sizes.png
Bar = 50 um.
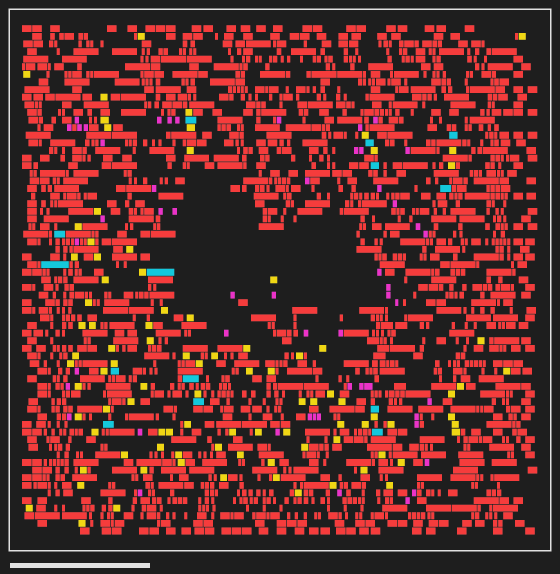
layer_met1.png
Bar = 50 um. Supply wires on this layer in gray. Cells faint in the background.
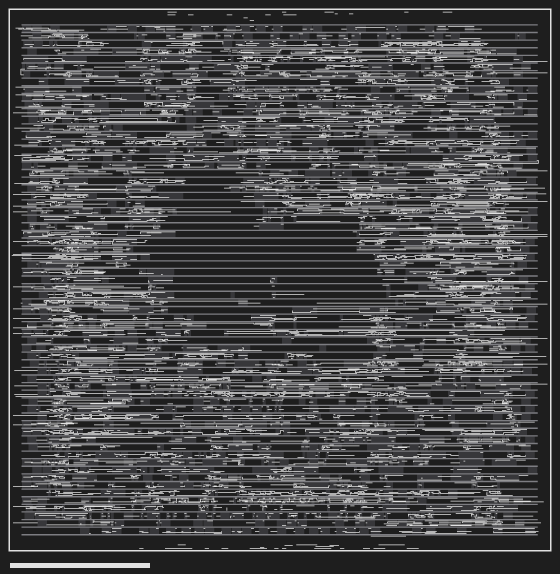
congestion.png
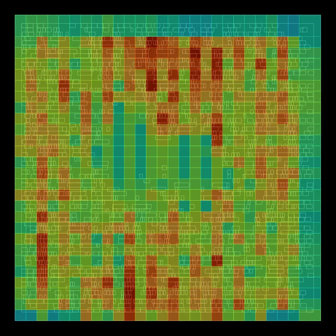
detail.png
Bar = 10 um. Region (77, 38) to (117, 78) um. Cells in gray, sequential cells in the stronger gray; small squares are vias.
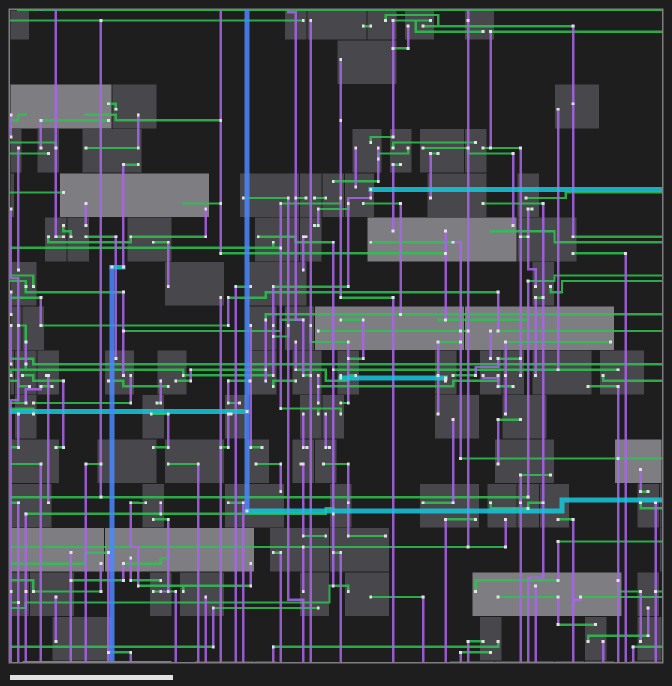
### src/rtl/unified_mem_arbiter.sv
// Arbiter sharing one fixed-latency unified memory between IF and MEM.
// Serialises fetch/data requests and returns data with a done pulse.
`timescale 1ns/1ps
module unified_mem_arbiter #(
  parameter int LAT        = 2,
  parameter int STARVE_MAX = 3
) (
  input  logic        clk,
  input  logic        rst,
  input  logic        i_req,
  input  logic [63:0] i_adr,
  input  logic        i_flush,
  output logic        i_done,
  output logic [31:0] i_rdata,
  input  logic        d_req,
  input  logic        d_we,
  input  logic [63:0] d_adr,
  input  logic [63:0] d_wdata,
  output logic        d_done,
  output logic [63:0] d_rdata,
  output logic        stall_if,
  output logic        stall_mem,
  output logic        m_en,
  output logic        m_we,
  output logic [63:0] m_adr,
  output logic [63:0] m_wdata,
  input  logic [63:0] m_rdata
);

  localparam int CW = (LAT > 1) ? $clog2(LAT) : 1;
  localparam int SW = $clog2(STARVE_MAX + 1);

  typedef enum logic [1:0] {
    IDLE,
    ISSUE,
    WAIT,
    RESP
  } state_t;

  state_t          r_state;
  state_t          w_next;
  logic            r_owner_i;
  logic [63:2]     r_adr;
  logic            r_we;
  logic [63:0]     r_wdata;
  logic [63:0]     r_rdata;
  logic [CW-1:0]   r_lat;
  logic [SW-1:0]   r_starve;
  logic            r_flushed;
  logic            w_any_req;
  logic            w_starved;
  logic            w_grant_i;
  logic            w_resp;
  logic            w_unused_lo;

  // Byte-offset bits below the access size are ignored by design.
  assign w_unused_lo = ^{i_adr[1:0], d_adr[1:0]};

  assign w_any_req = i_req | d_req;
  assign w_starved = (r_starve == SW'(STARVE_MAX));
  assign w_grant_i = i_req & (~d_req | w_starved);

  // State register.
  always_ff @(posedge clk or posedge rst) begin
    if (rst) r_state <= IDLE;
    else     r_state <= w_next;
  end

  // Next-state logic: one access per pass IDLE->ISSUE->WAIT->RESP.
  always_comb begin
    w_next = r_state;
    unique case (r_state)
      IDLE:  if (w_any_req) w_next = ISSUE;
      ISSUE: w_next = WAIT;
      WAIT:  if (r_lat == '0) w_next = RESP;
      RESP:  w_next = IDLE;
    endcase
  end

  // Grant latch, starvation counter, latency counter and response capture.
  always_ff @(posedge clk or posedge rst) begin
    if (rst) begin
      r_owner_i <= 1'b0;
      r_adr     <= '0;
      r_we      <= 1'b0;
      r_wdata   <= '0;
      r_rdata   <= '0;
      r_lat     <= '0;
      r_starve  <= '0;
      r_flushed <= 1'b0;
    end else begin
      unique case (r_state)
        IDLE: begin
          if (w_any_req) begin
            r_owner_i <= w_grant_i;
            r_flushed <= 1'b0;
            if (w_grant_i) begin
              r_adr    <= i_adr[63:2];
              r_we     <= 1'b0;
              r_wdata  <= '0;
              r_starve <= '0;
            end else begin
              r_adr   <= d_adr[63:2];
              r_we    <= d_we;
              r_wdata <= d_wdata;
              if (!i_req)         r_starve <= '0;
              else if (!w_starved) r_starve <= r_starve + SW'(1);
            end
          end
        end
        ISSUE: begin
          r_lat <= CW'(LAT - 1);
          if (r_owner_i && i_flush) r_flushed <= 1'b1;
        end
        WAIT: begin
          if (r_owner_i && i_flush) r_flushed <= 1'b1;
          if (r_lat != '0) r_lat <= r_lat - CW'(1);
          else             r_rdata <= r_we ? 64'h0 : m_rdata;
        end
        RESP: begin
        end
      endcase
    end
  end

  assign w_resp = (r_state == RESP);

  // Output decode: memory strobes, done pulses, read data and stalls.
  always_comb begin
    m_en      = (r_state == ISSUE);
    m_we      = (r_state == ISSUE) & r_we;
    m_adr     = {r_adr[63:3], 3'b000};
    m_wdata   = r_wdata;
    i_done    = w_resp & r_owner_i & i_req & ~r_flushed & ~i_flush;
    d_done    = w_resp & ~r_owner_i & d_req;
    i_rdata   = '0;
    if (i_done) i_rdata = r_adr[2] ? r_rdata[63:32] : r_rdata[31:0];
    d_rdata   = d_done ? r_rdata : 64'h0;
    stall_if  = i_req & ~i_done;
    stall_mem = d_req & ~d_done;
  end

endmodule

### config.mk
export PLATFORM = sky130hd
export DESIGN_NAME = unified_mem_arbiter
export DESIGN_NICKNAME = d
export VERILOG_FILES = /design/src/rtl/unified_mem_arbiter.sv
export SDC_FILE = /design/constraint.sdc
export NUM_CORES = 1
export LEC_CHECK = 0
export ABC_AREA = 1
export ABC_CLOCK_PERIOD_IN_PS = 13900
export CORE_MARGIN = 4
export CORE_UTILIZATION = 30
export CTS_BUF_LIST = sky130_fd_sc_hd__clkbuf_4
export DETAILED_ROUTE_END_ITERATION = 10
export GPL_ROUTABILITY_DRIVEN = 0
export GPL_TIMING_DRIVEN = 0
export PLACE_DENSITY_LB_ADDON = 0.08
export SLEW_MARGIN = 20
export SYNTH_ARGS = -nofsm -noshare
export SYNTH_HDL_FRONTEND = slang
export SYNTH_SLANG_ARGS = --single-unit
### constraint.sdc
create_clock -name clk -period 13.9 [get_ports clk]
set_clock_uncertainty 0.15 [all_clocks]
set_input_delay 2.085 -clock clk [delete_from_list [all_inputs] [get_ports clk]]
set_output_delay 2.085 -clock clk [all_outputs]
set_load 0.005 [all_outputs]
==> deck_impl_summary.md <==
Implementation Results

Outcome
  • Status: finished clean

Yosys
  • Yosys top cell area share: 48.3%
  • Register bit count reported by yosys: 198
  • # Cells Yosys: 1388
  • Post-Syn Area: 10300 um2
  • Avg Cell Area, Syn: 7.40 um2
  • Post-synth seq share: 48.3%
  • YS chip area: 10300 um2
  • Netlist cell types: 16
  • Cell taking the most area after synthesis: dfrtp_1
  • Ys Warns: 0
  • Mapped Cells: 1388

Worst setup path
  • Startpoint Class: primary input
  • Worst Path Required: 11.66 ns
  • Critical path's slowest cell: clkdlybuf4s50_1
  • Crit path capture type: output pin
  • Critical path's largest stage delay: 0.56 ns
  • CP Cell Sequence: clkdlybuf4s50_1 > nand4_1 > clkbuf_1 > nor2_1 > clkdlybuf4s50_1
  • Number of cells on the worst reg-to-reg path: 9
  • CP most frequent cell: clkdlybuf4s50_1
  • Critical setup path kind: in2out
  • Crit path arrival time: 4.23 ns
  • CP Max Fanout: 10

Floorplanning
  • I/O Pins: 492
  • Die Y: 193 um
  • Core area: 33600 um2
  • Row count: 67
  • Chip Width: 193 um
  • Chip area: 37300 um2
  • Initial Util: 30.5%

Final timing
  • Setup tns final: 0 ns
  • Final Setup Violations: 0
  • Slew Limit Fails: 0
  • Slew @ Worst Pin: 0.606 ns
  • Max-slew headroom: 59.6%
  • FMAX: 0.155 GHz
  • RSZ-0062 raised after global routing: false
  • Min Hold Slack: 0.349 ns

Detailed routing
  • Final ANT Viol Nets: 0
  • Met1 wire length: 16400 um
  • DR pass1 iterations: 4
  • # DRC: 0
  • Metal2 WL: 19800 um
  • Vias per cell: 4.48
  • Top Layer Used: met5
  • DRT Wirelength: 40600 um
  • Via count of the routed design: 10600
  • Met3 wire length: 3510 um
  • WL per Instance: 17.2 um
  • Initial DRC Count: 490

Final layout
  • Layout Nets: 2163
  • Share of cells above drive strength 1: 8.33%

Clocking
  • Worst-path clk slew: 0.17 ns
  • H-tree depth: 4
  • Number of clock sinks: 198
  • TritonCTS clock tree: yes
  • Root Driver: clkbuf_4
  • Late-Pin Clk Latency: 0.65 ns
  • Gates resized, CTS repair: 0
  • Bufs on Longest Clock Path: 2
  • CTS buffer count: 17

Global route
  • Grt ovf: 0
  • Largest net degree at the start of global routing: 93
  • First-pass GRT wire length: 60700 um
  • Gr usage total: 21.2%
  • Antenna violations before repair: 8

Pwr
  • Seq pwr share: 35.9%
  • Clk pwr share: 11.6%
  • Net Sw Frac: 39.5%
  • VDD IR max: 77.3 uV
  • Power per cell area: 170 nW/um2
  • Leak Pwr: 7.87 nW
  • Int Pwr: 1.65 mW

Hold path
  • Hold WC Path Type: reg2reg

Place
  • DP HPWL: 31800 um
  • I/O Buffers: 484

Job
  • Max cap viols: 0
Notes on sizes.png above:
_3 and _4 cells -> yellow  # cells 93, share 4.9%
_2 cells -> magenta  # cells 52, share 2.7%
_6 and larger -> cyan  # cells 14, share 0.73%
_0 and _1 cells -> red  # cells 1749, share 92%
final worst slack: 7.43 ns
Area growth syn-to-layout: 56.2%
fin area: 16000 um2
Signal buffers: 642

Notes on layer_met1.png above:
main direction = horizontal
share of all routed wire = 41%
nets with wire on the layer = 1898

Notes on congestion.png above:
met1 usage: 26.1%
Core Util, Final: 47.7%
M3 GR Usage: 6.81%

Notes on detail.png above:
metal 4 -> blue
metal 1 -> green
metal 3 -> cyan
metal 2 -> purple
sequential cells in the window = 8
most frequent = nand2_1 (21), clkdlybuf4s50_1 (19), buf_4 (12)
cells with their middle in the window = 91
netlist names of flops here include = `r_adr` (8)

==> state kept, by name, indices dropped and copies added, names as in the netlist <==
register and flops:
r_state 2, r_owner_i 1, r_we 1, r_lat 1
r_starve 2, r_flushed 1, r_rdata 64, r_adr 62
m_wdata 64
==> worst max-delay path: cells and delay by family <==
| kind | cells | cell delay (ns) |
|---|---|---|
| buffers and inverters | 3 | 1.48 |
| AND/OR/NAND/NOR | 2 | 0.66 |
==> power by group through the flow <==
| stage | Clock [mW] | Combinational (mW) | Sequential (mW) |
|---|---|---|---|
| 5_1_grt | 0.356 | 1.60 | 1.01 |
| 3_5_place_dp | 0 | 1.44 | 0.986 |
| 6_report | 0.316 | 1.43 | 0.976 |
| 4_1_cts | 0.333 | 1.45 | 0.976 |
| 2_1_floorplan | 0 | 0.722 | 0.969 |
| 3_3_place_gp | 0 | 1.44 | 0.980 |
==> metrics by stage <==
step	std cells	worst slack [ns]	utilization (%)	power (mW)	instance area [um2]
final	2365	7.43	47.7	2.72	16000
after global routing	2363	7.31	47.7	2.96	16000
after global placement	2322	2.92	46.6	2.42	15700
after CTS	2356	7.44	47.7	2.76	16000
after floorplan	1390	6.27	-	1.69	10300
after detailed placement	2324	7.44	46.8	2.43	15700
==> final timing paths <==
| path | startpoint | slack, ns | to |
|---|---|---|---|
| min in group asynchronous | rst | 1.66 | r_adr[63]$_DFFE_PP0P_ |
| worst max register to register | r_starve[0]$_DFFE_PP0P_ | 11.77 | r_adr[35]$_DFFE_PP0P_ |
| worst min-delay path | m_wdata[22]$_DFFE_PP0P_ | 0.35 | m_wdata[22]$_DFFE_PP0P_ |
| max in group asynchronous | rst | 11.12 | r_rdata[42]$_DFFE_PP0P_ |
| worst max-delay path | i_req | 7.43 | i_rdata[28] |
| worst min register to register | m_wdata[22]$_DFFE_PP0P_ | 0.35 | m_wdata[22]$_DFFE_PP0P_ |
==> synth_stat cells, drive strengths merged <==
master,count
a21oi,34
buf,125
clkbuf,31
conb,1
dfrtp,198
ha,6
inv,202
nand2,327
nand3,257
nand4,3
nor2,134
o21ai,70
==> cell usage in the layout (no fill, tap or decap), types with 4 or more instances in the layout <==
cell and count:
ha_1 6, inv_6 5, a21oi_1 34, nor2_1 134
diode_2 9, o21ai_0 69, buf_2 49, buf_1 4
buf_4 72, clkbuf_1 31, clkdlybuf4s50_1 484, inv_1 199
dfrtp_1 198, inv_8 6, clkbuf_4 17, nand3_1 257
nand2_1 327
==> logic make-up after synthesis <==
kind of cell,after synthesis,synth area share (%)
adder cells (fa/ha/maj),6,0.731
AND/OR/NAND/NOR,721,29.6
buffers and inverters,358,16.3
other,1,0.0365
flip-flops,198,48.3
AND-OR/OR-AND,104,5.11
==> layout make-up <==
class	count	area [um2]
Multi-Input combinational cell	834	3650
Buffer	156	917
Tap cell	448	561
Fill cell	3396	17600
Timing Repair Buffer	486	4900
Antenna cell	9	22.5
Inverter	202	766
Clock inverter	15	150
Clock buffer	17	128
Sequential cell	198	4950
==> layer usage <==
layer | global-route usage (%) | vias up
met5 | 0 | -
met3 | 6.81 | 38
met2 | 35.8 | 352
met1 | 26.1 | 4973
met4 | 6.35 | 4
li1 | - | 5231
Power figures rest on the tool's default switching activity, not on a simulated workload.
